Figure 1. The clock network (run 1).
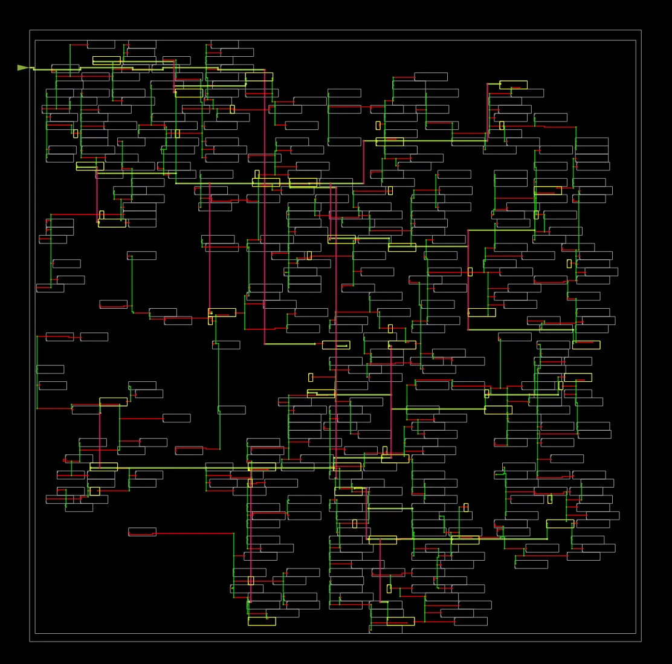
Figure 2. Layout detail (run 1).
Region (90, 90) to (115, 115) um. Cells in grey, sequential cells in the stronger grey; small squares are vias.
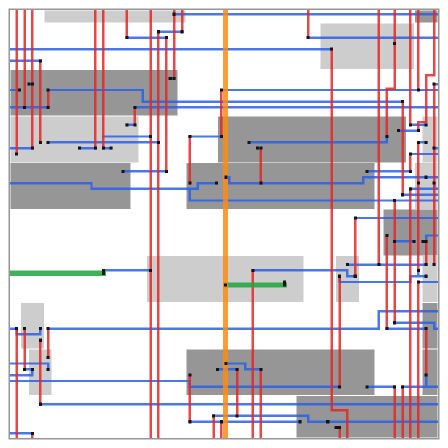
Figure 3. Cell classes on the final placement (run 1).
Drawn at 2 px/um. Fill, decap, tap and diode cells in grey.
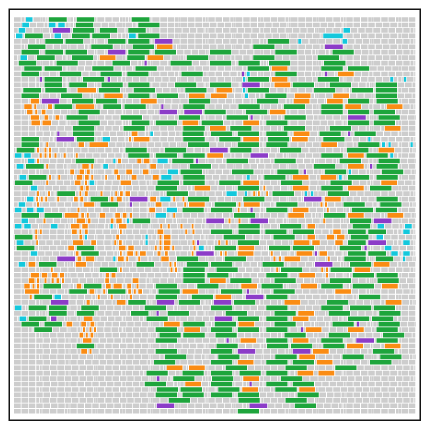
Figure 4. Clock distribution (run 1).
Drawn at 3 px/um.
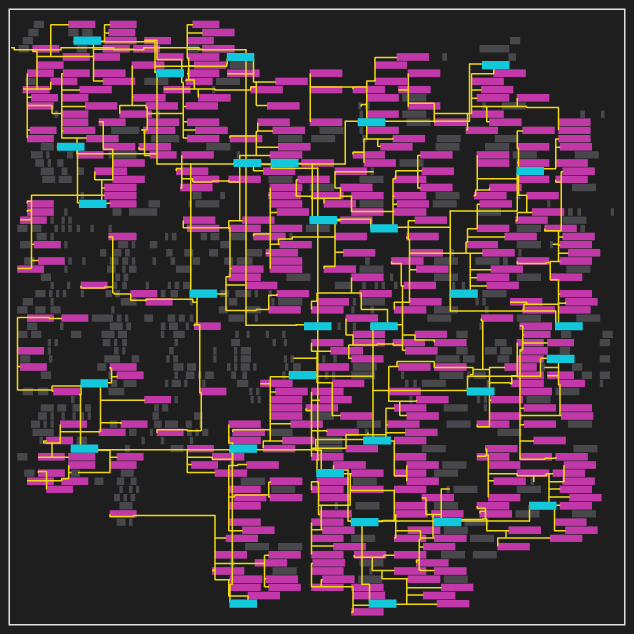
$ cat src/rtl/lcd_bus_pkg.sv
`default_nettype none
// ============================================================================
// lcd_bus_pkg : shared opcodes, FIFO entry type and decoder states
// Rev 1.0
// ============================================================================
package lcd_bus_pkg;

    localparam logic [7:0] CLR        = 8'h01;
    localparam logic [7:0] HOME       = 8'h02;
    localparam logic [7:0] ENTRY      = 8'h04;
    localparam logic [7:0] DDRAM      = 8'h80;
    localparam logic [7:0] LINE2_BASE = 8'h40;
    localparam logic [7:0] SPACE      = 8'h20;

    typedef struct packed {
        logic       rs;
        logic [7:0] data;
    } fifo_entry_t;

    typedef enum logic [0:0] {
        ST_IDLE  = 1'b0,
        ST_CLEAR = 1'b1
    } state_t;

endpackage
`default_nettype wire

$ cat src/rtl/lcd_bus_capture.sv
`default_nettype none
// ============================================================================
// lcd_bus_capture : bus synchronizers, enable-width qualified strobe, and
//                   captured-transaction FIFO with sticky overflow
// Rev 1.0
// ============================================================================
module lcd_bus_capture
    import lcd_bus_pkg::*;
#(
    parameter int SYNC_STAGES = 2,
    parameter int MIN_EN_HIGH = 4,
    parameter int FIFO_DEPTH  = 4
) (
    input  logic        clk,
    input  logic        rst_n,
    input  logic        i_en,
    input  logic        i_rs,
    input  logic        i_rw,
    input  logic [7:0]  i_data,
    input  logic        i_pop,
    input  logic        i_err_clr,
    output logic        o_empty,
    output fifo_entry_t o_entry,
    output logic        o_ovf
);

    localparam int c_CNT_W = $clog2(MIN_EN_HIGH + 1);
    localparam int c_AW    = $clog2(FIFO_DEPTH);
    localparam logic [c_CNT_W-1:0] c_EN_MAX = c_CNT_W'(MIN_EN_HIGH);
    localparam logic [c_AW:0]      c_FULL   = (c_AW + 1)'(FIFO_DEPTH);

    // Bus bundle layout: {en, rs, rw, data[7:0]}
    logic [10:0]         r_sync [SYNC_STAGES];
    logic [10:0]         r_prev;
    logic [c_CNT_W-1:0]  r_hcnt;
    logic [10:0]         w_cur;
    logic                w_strobe;
    logic                w_push_req;
    logic                w_full;
    logic                w_do_pop;
    logic                w_do_push;
    logic                w_drop;
    fifo_entry_t         w_push_entry;

    fifo_entry_t         r_mem [FIFO_DEPTH];
    logic [c_AW-1:0]     r_wptr;
    logic [c_AW-1:0]     r_rptr;
    logic [c_AW:0]       r_count;
    logic                r_ovf;

    assign w_cur        = r_sync[SYNC_STAGES-1];
    // A strobe needs the enable to have been seen high for the full minimum width
    assign w_strobe     = r_prev[10] & ~w_cur[10] & (r_hcnt == c_EN_MAX);
    assign w_push_req   = w_strobe & ~r_prev[8];
    assign w_push_entry = '{rs: r_prev[9], data: r_prev[7:0]};

    assign w_full    = (r_count == c_FULL);
    assign w_do_pop  = i_pop & (r_count != '0);
    assign w_do_push = w_push_req & (~w_full | w_do_pop);
    assign w_drop    = w_push_req & w_full & ~w_do_pop;

    always_ff @(posedge clk or negedge rst_n) begin
        if (!rst_n) begin
            for (int i = 0; i < SYNC_STAGES; i++) r_sync[i] <= '0;
            r_prev  <= '0;
            r_hcnt  <= '0;
            r_wptr  <= '0;
            r_rptr  <= '0;
            r_count <= '0;
            r_ovf   <= 1'b0;
        end else begin
            r_sync[0] <= {i_en, i_rs, i_rw, i_data};
            for (int i = 1; i < SYNC_STAGES; i++) r_sync[i] <= r_sync[i-1];
            r_prev <= w_cur;

            if (!w_cur[10])
                r_hcnt <= '0;
            else if (r_hcnt != c_EN_MAX)
                r_hcnt <= r_hcnt + 1'b1;

            if (w_do_push) r_wptr <= r_wptr + 1'b1;
            if (w_do_pop)  r_rptr <= r_rptr + 1'b1;
            case ({w_do_push, w_do_pop})
                2'b10:   r_count <= r_count + 1'b1;
                2'b01:   r_count <= r_count - 1'b1;
                default: r_count <= r_count;
            endcase

            if (i_err_clr)
                r_ovf <= 1'b0;
            else if (w_drop)
                r_ovf <= 1'b1;
        end
    end

    always_ff @(posedge clk) begin
        if (w_do_push) r_mem[r_wptr] <= w_push_entry;
    end

    assign o_empty = (r_count == '0);
    assign o_entry = r_mem[r_rptr];
    assign o_ovf   = r_ovf;

endmodule
`default_nettype wire

$ cat src/rtl/lcd_bus_receiver.sv
`default_nettype none
// ============================================================================
// lcd_bus_receiver : HD44780-style bus receiver keeping a 2x16 DDRAM shadow
// Rev 1.0
// ============================================================================
module lcd_bus_receiver
    import lcd_bus_pkg::*;
#(
    parameter int SYNC_STAGES = 2,
    parameter int MIN_EN_HIGH = 4,
    parameter int FIFO_DEPTH  = 4
) (
    input  logic       clk_clk,
    input  logic       reset_reset_n,
    input  logic       lcd_en,
    input  logic       lcd_rs,
    input  logic       lcd_rw,
    input  logic [7:0] lcd_data,
    input  logic [4:0] rd_addr,
    output logic [7:0] rd_data,
    output logic [4:0] cursor,
    output logic       busy,
    output logic       evt_valid,
    output logic       evt_rs,
    output logic [7:0] evt_code,
    output logic       bad_cmd,
    output logic       ovf,
    input  logic       err_clr
);

    state_t      r_state;
    logic [4:0]  r_cursor;
    logic        r_inc;
    logic [4:0]  r_clr_cnt;
    logic        r_busy;
    logic        r_evt_valid;
    logic        r_evt_rs;
    logic [7:0]  r_evt_code;
    logic        r_bad;
    logic [7:0]  r_rd_data;
    logic [7:0]  r_shadow [32];

    logic        w_empty;
    fifo_entry_t w_entry;
    logic        w_pop;
    logic        w_we;
    logic [4:0]  w_waddr;
    logic [7:0]  w_wdata;
    logic        w_bad_set;
    logic        w_go_clear;
    logic        w_cur_ld;
    logic [4:0]  w_cur_val;
    logic        w_ent_ld;

    lcd_bus_capture #(
        .SYNC_STAGES (SYNC_STAGES),
        .MIN_EN_HIGH (MIN_EN_HIGH),
        .FIFO_DEPTH  (FIFO_DEPTH)
    ) u_capture (
        .clk       (clk_clk),
        .rst_n     (reset_reset_n),
        .i_en      (lcd_en),
        .i_rs      (lcd_rs),
        .i_rw      (lcd_rw),
        .i_data    (lcd_data),
        .i_pop     (w_pop),
        .i_err_clr (err_clr),
        .o_empty   (w_empty),
        .o_entry   (w_entry),
        .o_ovf     (ovf)
    );

    assign w_pop = (r_state == ST_IDLE) & ~w_empty;

    // Command decode: the highest set bit of the opcode selects the command
    always_comb begin
        w_bad_set  = 1'b0;
        w_go_clear = 1'b0;
        w_cur_ld   = 1'b0;
        w_cur_val  = r_cursor;
        w_ent_ld   = 1'b0;
        if (w_pop && !w_entry.rs) begin
            if ((w_entry.data & DDRAM) != 8'h00) begin
                if (w_entry.data[6:4] == 3'b000) begin
                    w_cur_ld  = 1'b1;
                    w_cur_val = {1'b0, w_entry.data[3:0]};
                end else if (w_entry.data[6:4] == LINE2_BASE[6:4]) begin
                    w_cur_ld  = 1'b1;
                    w_cur_val = {1'b1, w_entry.data[3:0]};
                end else begin
                    w_bad_set = 1'b1;
                end
            end else if (w_entry.data[6]) begin
                w_bad_set = 1'b1;
            end else if (w_entry.data[5:3] != 3'b000) begin
                w_bad_set = 1'b0;
            end else if ((w_entry.data & ENTRY) != 8'h00) begin
                w_ent_ld = 1'b1;
            end else if ((w_entry.data & HOME) != 8'h00) begin
                w_cur_ld  = 1'b1;
                w_cur_val = 5'd0;
            end else if ((w_entry.data & CLR) != 8'h00) begin
                w_go_clear = 1'b1;
            end else begin
                w_bad_set = 1'b1;
            end
        end
    end

    always_comb begin
        w_we    = 1'b0;
        w_waddr = r_cursor;
        w_wdata = w_entry.data;
        if (r_state == ST_CLEAR) begin
            w_we    = 1'b1;
            w_waddr = r_clr_cnt;
            w_wdata = SPACE;
        end else if (w_pop && w_entry.rs) begin
            w_we = 1'b1;
        end
    end

    always_ff @(posedge clk_clk or negedge reset_reset_n) begin
        if (!reset_reset_n) begin
            r_state     <= ST_IDLE;
            r_cursor    <= 5'd0;
            r_inc       <= 1'b1;
            r_clr_cnt   <= 5'd0;
            r_busy      <= 1'b0;
            r_evt_valid <= 1'b0;
            r_evt_rs    <= 1'b0;
            r_evt_code  <= 8'h00;
            r_bad       <= 1'b0;
            r_rd_data   <= 8'h00;
        end else begin
            r_rd_data   <= r_shadow[rd_addr];
            r_evt_valid <= w_pop;
            if (w_pop) begin
                r_evt_rs   <= w_entry.rs;
                r_evt_code <= w_entry.data;
            end

            if (err_clr)
                r_bad <= 1'b0;
            else if (w_bad_set)
                r_bad <= 1'b1;

            case (r_state)
                ST_IDLE: begin
                    if (w_pop) begin
                        if (w_entry.rs) begin
                            r_cursor <= r_inc ? r_cursor + 5'd1 : r_cursor - 5'd1;
                        end else begin
                            if (w_cur_ld) r_cursor <= w_cur_val;
                            if (w_ent_ld) r_inc    <= w_entry.data[1];
                            if (w_go_clear) begin
                                r_cursor  <= 5'd0;
                                r_inc     <= 1'b1;
                                r_clr_cnt <= 5'd0;
                                r_busy    <= 1'b1;
                                r_state   <= ST_CLEAR;
                            end
                        end
                    end
                end
                ST_CLEAR: begin
                    r_clr_cnt <= r_clr_cnt + 5'd1;
                    if (r_clr_cnt == 5'd31) begin
                        r_busy  <= 1'b0;
                        r_state <= ST_IDLE;
                    end
                end
                default: r_state <= ST_IDLE;
            endcase
        end
    end

    // Read-before-write on a same-address collision falls out of the NBA ordering
    always_ff @(posedge clk_clk) begin
        if (w_we) r_shadow[w_waddr] <= w_wdata;
    end

    assign rd_data   = r_rd_data;
    assign cursor    = r_cursor;
    assign busy      = r_busy;
    assign evt_valid = r_evt_valid;
    assign evt_rs    = r_evt_rs;
    assign evt_code  = r_evt_code;
    assign bad_cmd   = r_bad;

endmodule
`default_nettype wire

$ cat config.mk
export PLATFORM = sky130hd
export DESIGN_NAME = lcd_bus_receiver
export DESIGN_NICKNAME = d
export VERILOG_FILES = /design/src/rtl/lcd_bus_pkg.sv /design/src/rtl/lcd_bus_capture.sv /design/src/rtl/lcd_bus_receiver.sv
export SDC_FILE = /design/constraint.sdc
export NUM_CORES = 1
export LEC_CHECK = 0
export CAP_MARGIN = 25
export CELL_PAD_IN_SITES_DETAIL_PLACEMENT = 1
export CELL_PAD_IN_SITES_GLOBAL_PLACEMENT = 2
export CORE_MARGIN = 1.5
export CORE_UTILIZATION = 35
export CTS_CLUSTER_DIAMETER = 100
export CTS_CLUSTER_SIZE = 14
export DETAILED_ROUTE_END_ITERATION = 7
export GPL_TIMING_DRIVEN = 0
export PLACE_DENSITY = 0.58
export SETUP_SLACK_MARGIN = 0.02
export SYNTH_ARGS = -nofsm -noshare
export SYNTH_HDL_FRONTEND = slang
export SYNTH_SLANG_ARGS = --single-unit
export TNS_END_PERCENT = 50
$ cat constraint.sdc
create_clock -name clk_clk -period 3.7 [get_ports clk_clk]
set_clock_uncertainty 0.15 [all_clocks]
set_input_delay 0.74 -clock clk_clk [delete_from_list [all_inputs] [get_ports clk_clk]]
set_output_delay 0.74 -clock clk_clk [all_outputs]
set_load 0.005 [all_outputs]
==> impl_metrics.py, run 1 <==
# Flow results
metrics = {
    "hold_path": {
        "hold_depth": 0,
        "hold_class": "flop to flop",
    },
    "power_and_ir_drop": {
        "switching_share": 0.294,
        "comb_cell_power_mw": 2.75,
        "p_sw_mw": 3.32,
    },
    "logic_synthesis": {
        "async_reset_ff_frac": 0.207,
        "edf_count": 292,
    },
    "worst_setup_path": {
        "critPathCapture": "r_shadow[2][3]$_DFFE_PP_",
        "worstPathCellList": "buf_6 > mux4_1 > clkbuf_1 > nand3_1 > o22a_1 > nor2_1",
        "r2r-end": "r_shadow[2][3]$_DFFE_PP_",
    },
    "final_timing": {
        "relSlewSlack": 0.373,
        "finalSetupViolCount": 0,
        "period_minus_slack_ns": 3.38,
    },
    "floorplanning": {
        "die.size.y_um": 205,
        "num_io_pins": 45,
        "taps": 525,
        "dieArea_um2": 41900,
    },
    "finish": {
        "finalNonFillerCells": 1347,
        "buf_share": 0.0415,
        "logic_gates": 302,
    },
    "run_status": {
        "status": "completed",
    },
    "place": {
        "placed_area_um2": 15400,
    },
    "drt": {
        "vias_per_cell": 5.01,
    },
}
Notes on Figure 1 above:
CTS buffer count: 30
clk_lat worst skew: 0.59 ns
Power Clock: 2.97 mW
Clock Sinks: 368

Notes on Figure 2 above:
| layer | colour |
|---|---|
| M1 | blue |
| M4 | orange |
| M3 | green |
| M2 | red |
sequential cells in the window: 6
cells with their middle in the window: 15
netlist names of flops here include: r_shadow (6)
most frequent: edfxtp_1 (6), nor2_1 (4), nand2_1 (2)

Notes on Figure 3 above:
| class | colour | cells |
|---|---|---|
| sequential cells | green | 368 |
| remaining logic cells | orange | 319 |
| remaining buffers and delay cells | cyan | 79 |
| clock drivers and dummy loads | purple | 56 |
row count: 73
flop share of the area: 0.654
fin util: 0.409

Notes on Figure 4 above:
[clock wires] yellow | length: 4400 um
[flip-flops] magenta | count: 368
[clock-net drivers] cyan | count: 30
routed clock nets: 31
flops lie: all over the die
Clock power frac: 0.263

## run 1: kinds of logic (layout without fill, tap and decap cells)
family,count (synthesis),in the layout,synth area share
xor+xnor,12,12,0.00738
compound gates,36,36,0.0182
flops,368,368,0.749
simple gates,136,136,0.0431
fa+ha+maj,14,14,0.0134
mux,104,104,0.154
buf+inv,47,152,0.0142
## run 1: worst register-to-register path, stage by stage, from the launching register on
cell	delay, ns
dfrtp_1	0.40
buf_6	0.17
mux4_1	0.54
clkbuf_1	0.41
nand3_1	0.15
o22a_1	0.43
nor2_1	0.76
## run 1: state kept, by name, summed over array words and instances (netlist names), 5 cells and up
register,cells
r_clr_cnt,5
u_capture.w_cur,11
r_shadow,256
u_capture.r_prev,11
evt_code,8
cursor,5
u_capture.r_sync,11
rd_data,8
u_capture.r_mem,36
## run 1: metal layers
metal | vias to the layer above | share of wire
li1 | 2985 | -
met1 | 3604 | 0.44
met2 | 125 | 0.50
met3 | 41 | 0.039
met4 | 0 | 0.021
met5 | - | 0
## run 1: synthesized netlist by cell type, types with 3 or more instances
| master | instances |
|---|---|
| edfxtp_1 | 292 |
| mux4_2 | 85 |
| dfrtp_1 | 75 |
| nand2_1 | 52 |
| nor2_1 | 44 |
| inv_1 | 17 |
| clkbuf_1 | 15 |
| ha_1 | 12 |
| mux2_2 | 10 |
| buf_2 | 9 |
| xnor2_1 | 8 |
| nor2b_1 | 7 |
| nand3_1 | 6 |
| nor3_1 | 6 |
| a21oi_1 | 5 |
| and2_1 | 5 |
| o21ai_0 | 5 |
| a21o_1 | 4 |
| mux4_1 | 4 |
| xor2_1 | 4 |
| a31oi_1 | 3 |
| buf_1 | 3 |
| mux2_4 | 3 |
| nand2b_1 | 3 |
--- run 2 (diff from run 1) ---
--- a/config.mk
+++ b/config.mk
@@ -19,4 +19,3 @@
 export SYNTH_ARGS = -nofsm -noshare
 export SYNTH_HDL_FRONTEND = slang
 export SYNTH_SLANG_ARGS = --single-unit
-export TNS_END_PERCENT = 50
Figure 5. Cell classes on the final placement (run 2).
Drawn at 2 px/um. Fill, decap, tap and diode cells in grey.
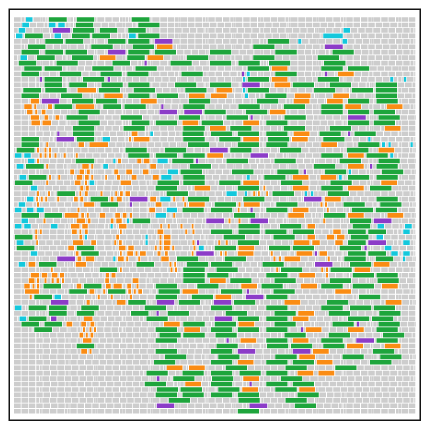
| class | colour | cells |
|---|---|---|
| remaining logic cells | orange | 319 |
| clock drivers and dummy loads | purple | 56 |
| sequential cells | green | 368 |
| remaining buffers and delay cells | cyan | 79 |
Core ar.: 39900 um^2
design area: 16300 um^2

==> impl_metrics.py, run 2 <==
# Flow results
metrics = {
    "place": {
        "placed_area_um2": 15400,
    },
    "power_and_ir_drop": {
        "p_sw_mw": 3.32,
        "comb_cell_power_mw": 2.75,
        "switching_share": 0.294,
        "powerClk_mw": 2.97,
        "power.clock.fraction": 0.263,
    },
    "floorplanning": {
        "die.size.y_um": 205,
        "dieArea_um2": 41900,
        "rows": 73,
        "num_io_pins": 45,
    },
    "finish": {
        "postLayoutCoreUtil": 0.409,
        "finalNonFillerCells": 1347,
        "largest_register_ffs": 256,
        "regMostFlops": "r_shadow",
        "largestRegisters": "r_shadow: 256 flops, u_capture.r_mem: 36 flops",
    },
    "global_route": {
        "top_usage_layer": "met2",
    },
    "drt": {
        "m1WireLength_um": 14000,
        "wl_met3_um": 1240,
        "wl_met2_um": 15800,
        "top_layer": "met4",
    },
    "logic_synthesis": {
        "most_common_cell": "edfxtp_1",
        "edf_count": 292,
        "common_cells": "edfxtp_1, mux4_2, dfrtp_1",
        "async_reset_ff_frac": 0.207,
    },
    "run_status": {
        "status": "completed",
    },
    "hold_path": {
        "hold_depth": 0,
        "hold_class": "flop to flop",
    },
    "final_timing": {
        "relSlewSlack": 0.373,
        "period_minus_slack_ns": 3.38,
        "hold_ws_ns": 0.195,
    },
    "cts": {
        "clock_latency_ns": 0.59,
        "numCtsBuffers": 30,
        "cts.sink_count": 368,
    },
    "worst_setup_path": {
        "worstPathCellList": "buf_6 > mux4_1 > clkbuf_1 > nand3_1 > o22a_1 > nor2_1",
        "cpMaxStageDelayCell": "nor2_1",
    },
}
[run 2: cell counts after synthesis]
Identical to the previous run, type by type.
[run 2: metrics by stage]
step           setup WS (ns)  setup TNS (ns)
6_report               0.322               0
3_3_place_gp           -1.24          -92.41
2_1_floorplan          0.943               0
4_1_cts                0.276               0
3_5_place_dp           0.162               0
5_1_grt                0.131               0
[run 2: cell families after synthesis]
kind of cell	count (synthesis)	share of synthesized area
adders and majority gates	14	0.0134
and+or+nand+nor	136	0.0431
xor gates and xnor gates	12	0.00738
AOI/OAI and AO/OA	36	0.0182
DFF	368	0.749
muxes	104	0.154
buffers and inverters	47	0.0142
[run 2: final timing paths]
path	slack (ns)	startpoint	endpoint
min	0.19	u_capture.w_cur[8]$_DFF_PN0_	u_capture.r_prev[8]$_DFF_PN0_
min in group asynchronous	0.40	reset_reset_n	rd_data[1]$_DFF_PN0_
max	0.32	u_capture.r_rptr[0]$_DFFE_PN0P_	r_shadow[2][3]$_DFFE_PP_
max in group asynchronous	2.37	reset_reset_n	u_capture.r_hcnt[0]$_DFFE_PN0P_
min reg2reg	0.19	u_capture.w_cur[8]$_DFF_PN0_	u_capture.r_prev[8]$_DFF_PN0_
max reg2reg	0.32	u_capture.r_rptr[0]$_DFFE_PN0P_	r_shadow[2][3]$_DFFE_PP_
[run 2: worst reg2reg max path, cell delays in order, from the launching register on]
cell and delay, ns:
dfrtp_1 0.40, buf_6 0.17, mux4_1 0.54, clkbuf_1 0.41, nand3_1 0.15, o22a_1 0.43, nor2_1 0.76
[run 2: area by class of cell]
cell class / count / area share
inverters: 17 / 0.00391
repair buffers: 49 / 0.0330
clock buffers: 54 / 0.0528
flip-flops and latches: 368 / 0.654
multi-input cells: 302 / 0.207
clock inverters: 2 / 0.000843
plain buffers: 30 / 0.00851
well taps: 525 / 0.0402
Power is estimated from default activity; no workload was simulated.
